### Register map, names as in the netlist

Bar = 20 µm. Other sequential cells in the stronger gray, the rest of the logic in the fainter gray.
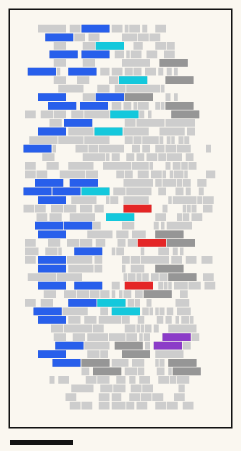
### Placement view

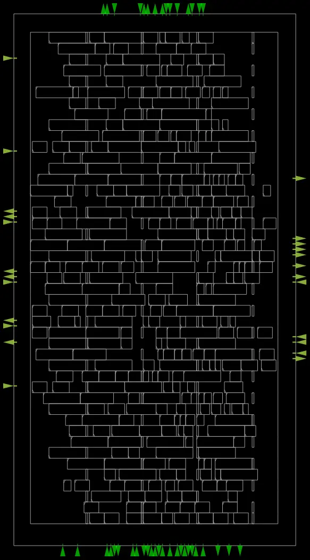
### Metal 3

Bar = 20 µm.
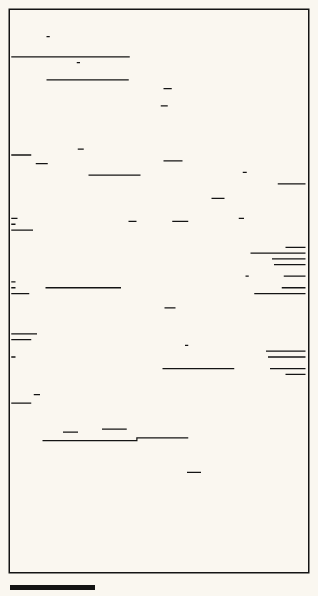
### Placement by cell class

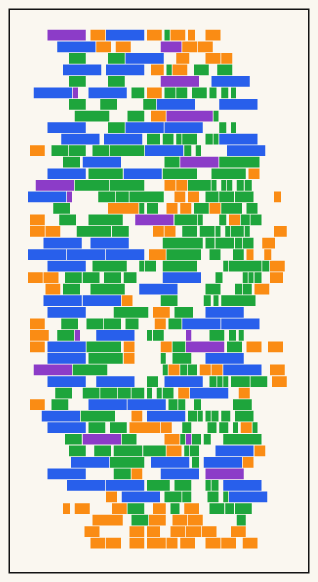
### Cell density map

7 x 13 tiles, from white (low) to dark blue (high), 0 to 100% covered.
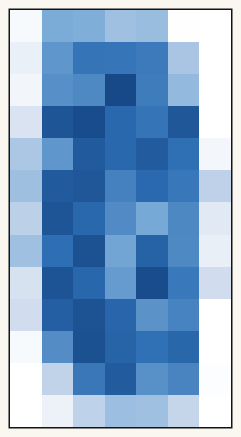
Design alu8_exec_ctrl, sky130hd; sources not shown.
==> impl_metrics.tcl <==
# metrics dict for downstream scripts
set metrics [dict create \
    cts_buffer_depth 2 \
    inverters 5 \
    clock_skew_ns 0.00520 \
    power_leakage_nw 2.09 \
    violations "setup timing" \
    worstSetupEndpointType "output pin" \
    dominant_cells "combinational gates" \
    viasPerCell 5.67 \
    place_area_mm2 0.00438 \
    grt_use_total_pct 20.9 \
    finalMaxSlewViolations 0 \
    top_area_share_pct 43.8 \
    ys_chip_area_mm2 0.00348 \
    top_area_cell "dfrtp_1" \
    max_cap_viol_count 0 \
    switchingPower_mw 1.69 \
    power.share.clock_pct 16.6 \
    grt_overflow 0 \
    setup_ws_ns -0.0687 \
    crit_fanout 6 \
    outcome "finished, violations left" \
    tap_cells 94 \
    critPathKind "primary input to output pin" \
    mux_area_share_pct 32.1 \
    place_inst 440 \
    setup_viol 3 \
    rsz0062_at_grt "yes" \
    wl_per_cell_um 19.0 \
    arrival_ns 2.99 \
    pre_cts_slack_ns -0.701 \
    pin_count 64 \
    clk_latency_ns 0.33 \
    clock-sinks 61 \
    hp-class "flip-flop to flip-flop" \
    irDropWorstVdd_mv 0.645 \
    h-tree-depth 3 \
    hold-worst-slack_ns 0.492 \
    top_cells_by_area "dfrtp_1 (44%), mux2_2 (14%), mux4_2 (12%)" \
    cts_tree "yes" \
    synthFlopType "dfrtp_1" \
    max_freq_ghz 0.252 \
    diodes 0 \
    fin_tns_setup_ns -0.159 \
    layout.nets 403 \
]
Back to the opening pictures, 'Register map, names as in the netlist':
| color | name in the netlist | sequential cells |
|---|---|---|
| blue | u_regfile/mem_q | 32 |
| purple | state_q | 2 |
| cyan | prod_q | 8 |
| red | cnt_q | 3 |
not colored: 16
Flop area: 0.00153 mm²
Seq power: 1.22 mW
final core occ: 63.1%

Back to the opening pictures, 'Placement view':
Flops: 61
Final Non-Filler Cells: 464

Back to the opening pictures, 'Metal 3':
longest straight run: 27.6 µm
wire length on this layer: 285 µm
nets with wire on the layer: 35
share of all routed wire: 3.2%
main direction: horizontal
GR Util met3: 4.18%
DRT Wirelength: 8830 µm

Back to the opening pictures, 'Placement by cell class':
| color | class | cells | share of their area |
|---|---|---|---|
| blue | flops | 61 | 33% |
| orange | other buffers and delay cells | 98 | 20% |
| green | combinational and other logic | 195 | 41% |
| purple | clock drivers and dummy loads | 16 | 6.2% |
core area: 0.00754 mm²
Seq area share: 32.1%
row count: 45
final instance area: 0.00476 mm²

Back to the opening pictures, 'Cell density map':
nearly empty tiles: 12%
tiles over 75% full: 28%
emptiest ninth of the die: top right
mean over tiles: 50%
fullest tile: 90%
fp util: 46.2%

worst max-delay path, stage by stage:
cell and delay, ns:
buf_6 0.09, mux2_4 0.28, buf_12 0.14, buf_12 0.12, mux4_2 0.47, mux4_2 0.49
nand2_2 0.08, o311a_1 0.17, a211oi_2 0.04, buf_2 0.15
repair_timing:
item                       CTS  global route
gates resized               37             9
buffers inserted             7             1
setup endpoints to repair   16            11
pin swaps                    2             3
metal layers:
layer / vias up / GRT usage, % / share of wire [%]
li1: 1233 / - / -
met1: 1325 / 23.1 / 36
met2: 56 / 38.0 / 58
met3: 19 / 4.18 / 3.2
met4: 0 / 9.38 / 2.4
met5: - / 0 / 0
No activity file was given, so power comes from the tool's default toggle rates.
